**src/rtl/edge_conv_pkg.sv**
```systemverilog
// Shared types and constants for the 3x3 Sobel edge pipeline: kernel modes,
// frame FSM states and the Gx/Gy coefficient tables.
package edge_conv_pkg;

   typedef enum logic [1:0] {
      GX  = 2'd0,
      GY  = 2'd1,
      MAG = 2'd2
   } mode_e;

   typedef enum logic [1:0] {
      IDLE = 2'd0,
      FILL = 2'd1,
      RUN  = 2'd2
   } state_e;

   // Row 0 is the oldest line (top), column 0 the oldest pixel (left).
   localparam int GX_COEF [3][3] = '{'{-1, 0, 1}, '{-2, 0, 2}, '{-1, 0, 1}};
   localparam int GY_COEF [3][3] = '{'{-1, -2, -1}, '{0, 0, 0}, '{1, 2, 1}};

   // The reserved encoding behaves as the combined magnitude.
   function automatic mode_e decode_mode(input logic [1:0] m);
      case (m)
         2'd0:    return GX;
         2'd1:    return GY;
         default: return MAG;
      endcase
   endfunction

endpackage

```
**src/rtl/edge_conv_pipe_line_fifo.sv**
```systemverilog
// Fixed-delay line store: a circular RAM whose single pointer is both read and
// write address, so each shift returns the word written DEPTH shifts earlier.
module line_fifo
   import edge_conv_pkg::*;
#(
   parameter int DEPTH = 5,
   parameter int WIDTH = 12
) (
   input  logic             i_clk,
   input  logic             i_rst_n,
   input  logic             shift_en,
   input  logic [WIDTH-1:0] wr_data,
   output logic [WIDTH-1:0] rd_data
);

   localparam int PW = (DEPTH > 1) ? $clog2(DEPTH) : 1;
   localparam logic [PW-1:0] LAST_PTR = PW'(DEPTH - 1);

   logic [WIDTH-1:0] mem [DEPTH];
   logic [PW-1:0]    ptr;

   always_ff @(posedge i_clk or negedge i_rst_n) begin
      if (!i_rst_n) begin
         ptr <= '0;
      end else if (shift_en) begin
         ptr <= (ptr == LAST_PTR) ? '0 : ptr + PW'(1);
      end
   end

   // NOTE: storage has no reset so it maps onto plain RAM; stale words are
   // masked because no result is issued before row 2 of a frame.
   always_ff @(posedge i_clk) begin
      if (shift_en) begin
         mem[ptr] <= wr_data;
      end
   end

   assign rd_data = mem[ptr];

endmodule

```
**src/rtl/edge_conv_pipe.sv**
```systemverilog
// Streaming 3x3 Sobel filter (Gx, Gy or |Gx|+|Gy|) with two-cycle latency.
// Define EDGE_CONV_SATURATE_EN to clamp results to 2^DATA_WIDTH-1.
module edge_conv_pipe
   import edge_conv_pkg::*;
#(
   parameter int IMG_WIDTH  = 640,
   parameter int IMG_HEIGHT = 480,
   parameter int DATA_WIDTH = 12
) (
   input  logic                  i_clk,
   input  logic                  i_rst_n,
   input  logic                  i_valid,
   input  logic                  i_sof,
   input  logic [DATA_WIDTH-1:0] i_data,
   input  logic [1:0]            i_mode,
   output logic                  o_valid,
   output logic [DATA_WIDTH+2:0] o_data,
   output logic                  o_frame_done
);

   localparam int CW = $clog2(IMG_WIDTH);
   localparam int RW = $clog2(IMG_HEIGHT);
   localparam int SW = DATA_WIDTH + 4;
   localparam int OW = DATA_WIDTH + 3;
   localparam logic [CW-1:0] LAST_COL = CW'(IMG_WIDTH - 1);
   localparam logic [RW-1:0] LAST_ROW = RW'(IMG_HEIGHT - 1);

   state_e        state;
   mode_e         mode_q;
   logic [CW-1:0] col;
   logic [RW-1:0] row;
   logic [CW-1:0] cur_col;
   logic [RW-1:0] cur_row;
   logic          accept;
   logic          at_last;

   // A start-of-frame pixel is always (0,0), whatever the counters hold.
   assign accept  = i_valid && (i_sof || state != IDLE);
   assign cur_col = i_sof ? '0 : col;
   assign cur_row = i_sof ? '0 : row;
   assign at_last = (state == RUN) && !i_sof && (cur_row == LAST_ROW) && (cur_col == LAST_COL);

   always_ff @(posedge i_clk or negedge i_rst_n) begin
      if (!i_rst_n) begin
         state  <= IDLE;
         mode_q <= MAG;
         col    <= '0;
         row    <= '0;
      end else if (accept) begin
         if (i_sof) begin
            mode_q <= decode_mode(i_mode);
         end
         if (cur_col == LAST_COL) begin
            col <= '0;
            row <= cur_row + RW'(1);
         end else begin
            col <= cur_col + CW'(1);
            row <= cur_row;
         end
         if (i_sof) begin
            state <= FILL;
         end else if (state == FILL && cur_row == RW'(1) && cur_col == LAST_COL) begin
            state <= RUN;
         end else if (at_last) begin
            state <= IDLE;
            col   <= '0;
            row   <= '0;
         end
      end
   end

   // win[0] is the current line, win[2] two lines up; column 0 is newest.
   logic [DATA_WIDTH-1:0] win [3][3];
   logic [DATA_WIDTH-1:0] line0_out;
   logic [DATA_WIDTH-1:0] line1_out;

   line_fifo #(.DEPTH(IMG_WIDTH - 3), .WIDTH(DATA_WIDTH)) u_line0 (
      .i_clk    (i_clk),
      .i_rst_n  (i_rst_n),
      .shift_en (accept),
      .wr_data  (win[0][2]),
      .rd_data  (line0_out)
   );

   line_fifo #(.DEPTH(IMG_WIDTH - 3), .WIDTH(DATA_WIDTH)) u_line1 (
      .i_clk    (i_clk),
      .i_rst_n  (i_rst_n),
      .shift_en (accept),
      .wr_data  (win[1][2]),
      .rd_data  (line1_out)
   );

   always_ff @(posedge i_clk) begin
      if (accept) begin
         win[0][0] <= i_data;
         win[1][0] <= line0_out;
         win[2][0] <= line1_out;
         for (int r = 0; r < 3; r++) begin
            win[2'(r)][2] <= win[2'(r)][1];
            win[2'(r)][1] <= win[2'(r)][0];
         end
      end
   end

   logic v0;
   logic last0;

   always_ff @(posedge i_clk or negedge i_rst_n) begin
      if (!i_rst_n) begin
         v0    <= 1'b0;
         last0 <= 1'b0;
      end else begin
         v0    <= accept && (cur_row >= RW'(2)) && (cur_col >= CW'(2));
         last0 <= accept && at_last;
      end
   end

   logic signed [SW-1:0] gx;
   logic signed [SW-1:0] gy;
   logic signed [SW-1:0] px;
   logic        [SW-1:0] abs_gx;
   logic        [SW-1:0] abs_gy;
   logic        [SW-1:0] mag;
   logic        [OW-1:0] result;
`ifdef EDGE_CONV_SATURATE_EN
   localparam int SAT_MAX = (2 ** DATA_WIDTH) - 1;
`endif

   // NOTE: every variable gets a default before the loop so no latch is
   // inferred; the blocking updates here accumulate within one evaluation.
   always_comb begin
      gx = '0;
      gy = '0;
      px = '0;
      for (int kr = 0; kr < 3; kr++) begin
         for (int kc = 0; kc < 3; kc++) begin
            px = SW'(win[2'(2 - kr)][2'(2 - kc)]);
            gx = gx + SW'(GX_COEF[2'(kr)][2'(kc)]) * px;
            gy = gy + SW'(GY_COEF[2'(kr)][2'(kc)]) * px;
         end
      end
      abs_gx = gx[SW-1] ? SW'(-gx) : SW'(gx);
      abs_gy = gy[SW-1] ? SW'(-gy) : SW'(gy);
      case (mode_q)
         GX:      mag = abs_gx;
         GY:      mag = abs_gy;
         default: mag = abs_gx + abs_gy;
      endcase
`ifdef EDGE_CONV_SATURATE_EN
      result = (mag > SW'(SAT_MAX)) ? OW'(SAT_MAX) : OW'(mag);
`else
      result = OW'(mag);
`endif
   end

   always_ff @(posedge i_clk or negedge i_rst_n) begin
      if (!i_rst_n) begin
         o_valid      <= 1'b0;
         o_data       <= '0;
         o_frame_done <= 1'b0;
      end else begin
         o_valid      <= v0;
         o_frame_done <= last0;
         if (v0) begin
            o_data <= result;
         end
      end
   end

endmodule

```
**config.mk**
```make
export PLATFORM = sky130hd
export DESIGN_NAME = edge_conv_pipe
export DESIGN_NICKNAME = d
export VERILOG_FILES = /design/src/rtl/edge_conv_pkg.sv /design/src/rtl/edge_conv_pipe_line_fifo.sv /design/src/rtl/edge_conv_pipe.sv
export SDC_FILE = /design/constraint.sdc
export NUM_CORES = 1
export LEC_CHECK = 0
export ABC_AREA = 1
export CAP_MARGIN = 40
export CORE_ASPECT_RATIO = 1.25
export CORE_UTILIZATION = 31
export DETAILED_ROUTE_END_ITERATION = 10
export PLACE_DENSITY_LB_ADDON = 0.08
export SLEW_MARGIN = 20
export SYNTH_ARGS = -nofsm -noshare
export SYNTH_HDL_FRONTEND = slang
export SYNTH_SLANG_ARGS = --single-unit
```
**constraint.sdc**
```tcl
create_clock -name i_clk -period 2 [get_ports i_clk]
set_input_delay 0.5 -clock i_clk [delete_from_list [all_inputs] [get_ports i_clk]]
set_output_delay 0.5 -clock i_clk [all_outputs]
set_load 0.01 [all_outputs]
```
==> flow_summary.yaml <==
# flow metrics
detailed_routing:
  wl_met2_um: 2370
  highest_layer: "met4"
  dr.pass1.iters: 6
  drc_errors: 0
  drt-initial-drc-count: 51
  wl_met1_um: 2090
  route.met3.wl_um: 78
  ant_nets: 0
  vias: 1661
  avgViaCountPerCell: 4.47
grt:
  grt_pass1_wl_um: 8020
  grt_overflow: 0
  antenna_found_initial: 0
  grt_max_degree: 26
  first_global_vias: 1698
timing:
  maxSlewViolCount: 0
  rsz0062_at_grt: "false"
  hold_viol: 0
  fmax_ghz: 0.522
  setup_tns_ns: 0
  period_used_pct: 95.8
  fin_crit_ns: 1.92
worst_setup_path:
  critPathMaxFanout: 5
  worstReg2RegEnd: "last0"
  ff2ff_setup_slack_ns: 0.24
  critPathCaptureType: "flip-flop"
  crit_chain: "dlygate4sd2_1 -> inv_4 -> nand2_4 -> inv_4 -> ha_4 -> nand3_2 -> nor2_4 -> nand4_2 -> buf_4 -> nor4_2 -> buf_4"
  startpoint_type: "input pin"
  reg2regPathDepth: 9
  critPathKind: "in2reg"
  worstPathRequired_ns: 2.24
  r2r_start: "col[0]"
  crit_slowest_cell: "dlygate4sd2_1"
  critPathMaxStageDelay_ns: 0.31
  crit_arrival_ns: 2.16
synthesis:
  avgSynthCellArea_um2: 7.27
  topCellsByArea: "dfrtp_1, nand2_1, buf_4"
  largest_area_cell: "dfrtp_1"
  synth_top_cell_by_count: "nand2_1"
  edf_count: 0
  synth_area_mm2: 0.00187
  yosys_warnings: 0
  synth_top_area_share_pct: 33.5
  yosysCellCount: 257
  flop_cell: "dfrtp_1"
  common_cells: "nand2_1, inv_1, dfrtp_1"
  synth-async-reset-ratio_pct: 100
  ys_seq_share_pct: 33.5
  syn_inst: 257
  numSynthFlops: 25
  yosys_area_mm2: 0.00187
placement:
  dp_hpwl_um: 3650
  portBuffers: 5
  placed_cells: 368
cts:
  cts_tree: "yes"
  clk_path_buf_depth: 2
  cts_hold_buf: 0
  post-cts-setup-buffer-count: 0
  numClockSinks: 25
  root_buffer: "clkbuf_8"
layout:
  insertedDiodeCount: 0
  nNetsFinal: 330
  nFillCells: 642
  stdcell_count: 372
  drive_gt1_share_pct: 25.8
  area_growth_pct: 25.9
floorplanning:
  core.rowCount: 31
  io_pins: 35
  fp_util_pct: 32.1
  die_area_mm2: 0.00634
power_and_ir_drop:
  powerDensity_mw_per_mm2: 462
  cellLeakagePower_nw: 1.20
job:
  drv_cap: 0
  warning_count: 43
status:
  status: "finished, final reports clean"
min_path:
  min_from: "last0"
  hp-class: "reg2reg"
  min_to: "o_frame_done"
[per-stage QoR]
step / worst slack, ns / util, % / instance area [um^2] / total power, mW / hold WS (ns)
after CTS: 0.0170 / 40.3 / 2350 / 1.11 / 0.362
after global routing: 0.00144 / 40.4 / 2350 / 1.15 / 0.373
final: 0.0844 / 40.4 / 2350 / 1.09 / 0.360
after detailed placement: -0.658 / 39.4 / 2290 / 0.760 / 0.335
after floorplan: 0.00710 / - / 1960 / 0.695 / 0.204
after global placement: -0.685 / 39.4 / 2290 / 0.760 / 0.333
[placed cells by master (no fill, tap or decap), types with 2 or more instances in the layout]
master and n:
buf_4 46, clkbuf_8 3, clkdlybuf4s50_1 4, conb_1 15, dfrtp_1 25, ha_1 4, inv_1 28, inv_4 2
nand2_1 74, nand2_2 6, nand2_4 2, nand3_1 19, nand3_2 3, nand4_1 6, nor2_1 18, nor2_2 4
nor2_4 2, nor3_1 2, o21ai_0 10, o21ai_1 4, o22ai_1 5, xor2_1 6
[kinds of logic (layout without fill, tap and decap cells)]
| group | Yosys count | in the layout | share of synthesized area, % |
|---|---|---|---|
| AND-OR/OR-AND | 25 | 25 | 8.57 |
| adder cells (fa/ha/maj) | 5 | 5 | 3.35 |
| other | 1 | 15 | 0.201 |
| buffers and inverters | 52 | 87 | 15.2 |
| XOR/XNOR | 7 | 7 | 3.28 |
| flip-flops | 25 | 25 | 33.5 |
| AND/OR/NAND/NOR | 142 | 142 | 35.9 |
[worst max-delay path by stage]
stage	startpoint	end	slack [ns]	cells after the start
after detailed placement	i_sof	last0	-0.66	8
final	i_sof	last0	0.08	11
after global placement	i_sof	last0	-0.68	11
after floorplan	i_sof	state[0]	0.007	14
after global routing	i_sof	row[5]	0.001	10
after CTS	i_sof	last0	0.02	8
[critical path: cells and delay by family]
| family | cells | cell delay, ns |
|---|---|---|
| AND/OR/NAND/NOR | 5 | 0.68 |
| adder cells (fa/ha/maj) | 1 | 0.13 |
| buffers and inverters | 5 | 0.84 |
[registers in the layout (all words and copies together) (netlist names)]
register / flops
o_frame_done: 1
last0: 1
state: 2
v0: 1
o_valid: 1
row: 9
col: 10
[report_power, final]
part           internal, mW  leakage [nW]  total, mW  switching, mW
combinational        0.0779         0.834      0.201          0.123
clock                 0.147        0.0261      0.342          0.195
sequential            0.524         0.343      0.544         0.0199
[layer usage]
metal  GRT usage [%]  up-vias
met5               0        -
met4            5.64        0
met3            1.71        4
met2            29.9       16
met1            20.4      751
li1                -      890
[area by class of cell]
cell class                      count  area [um^2]  share of cell area [%]
Tap cell                           66         82.6                    3.51
Inverter                           31          121                    5.16
Sequential cell                    25          626                    26.6
Timing Repair Buffer               52          414                    17.6
Clock buffer                        3         41.3                    1.76
Clock inverter                      1         8.76                   0.373
Multi-Input combinational cell    194         1060                    45.0
[repair_timing]
action	4_1_cts	5_1_grt
endpoints found under the setup margin	20	7
resized	2	2
endpoints found under the hold margin	0	0
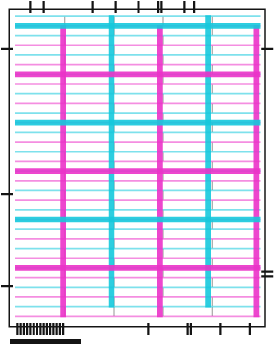
(images/pdn.png)
The bar under the picture is 20 um long. Pins as bars on the die edge. Tap cells in gray.
[VDD] cyan
[VSS] magenta
met5 straps: 6
met1 rails: 32
met4 straps: 5
signal pins: 35
rows: 31
die x size: 71.4 um
worst vdd ir: 0.249 mV
core area: 0.00582 mm^2
Die Y: 88.8 um

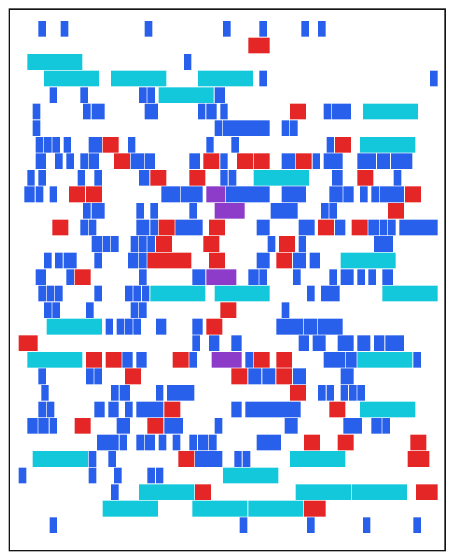
(images/cell_classes.png)
[all other logic] blue | cells: 225
[flops] cyan | cells: 25
[other buffers and delay cells] red | cells: 52
[clock drivers and dummy loads] purple | cells: 4
Util after Layout: 40.4%
Seq/total area: 26.6%
post-route cell area: 0.00235 mm^2

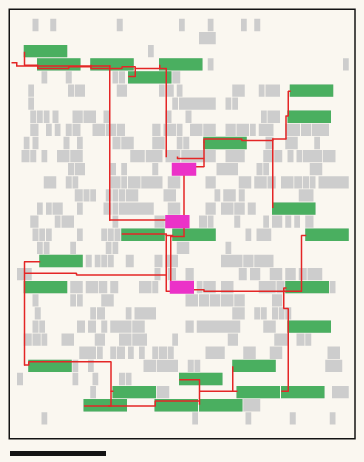
(images/clock_map.png)
The bar under the picture is 20 um long.
[cells driving clock nets] magenta | count: 3
[clock wires] red | length: 427 um
[flip-flops] green | count: 25
flops lie: widely spread
routed clock nets: 4
Worst-Skew Late Latency: 0.29 ns
Clk pwr share: 31.5%

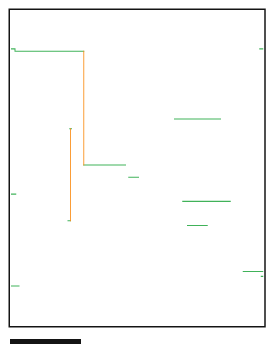
(images/metal_stack.png)
The bar under the picture is 20 um long. Two of the layers only.
[met4] orange | wire length: 57.8 um
[met3] green | wire length: 78.1 um
gr usage total: 16.5%
WL per Instance: 12.4 um
drt total wl: 4600 um

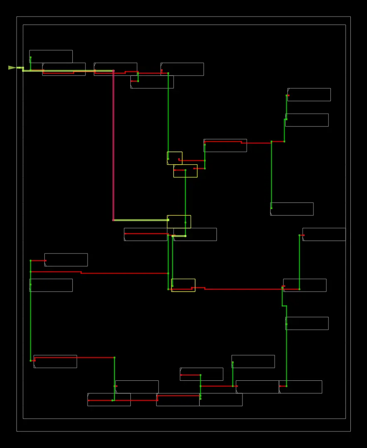
(images/final_clocks.png)
clk pwr: 0.342 mW
registers: 25
CTS Buf Count: 3
clk_skew: 0.0204 ns

Power and IR drop assume default switching activity.
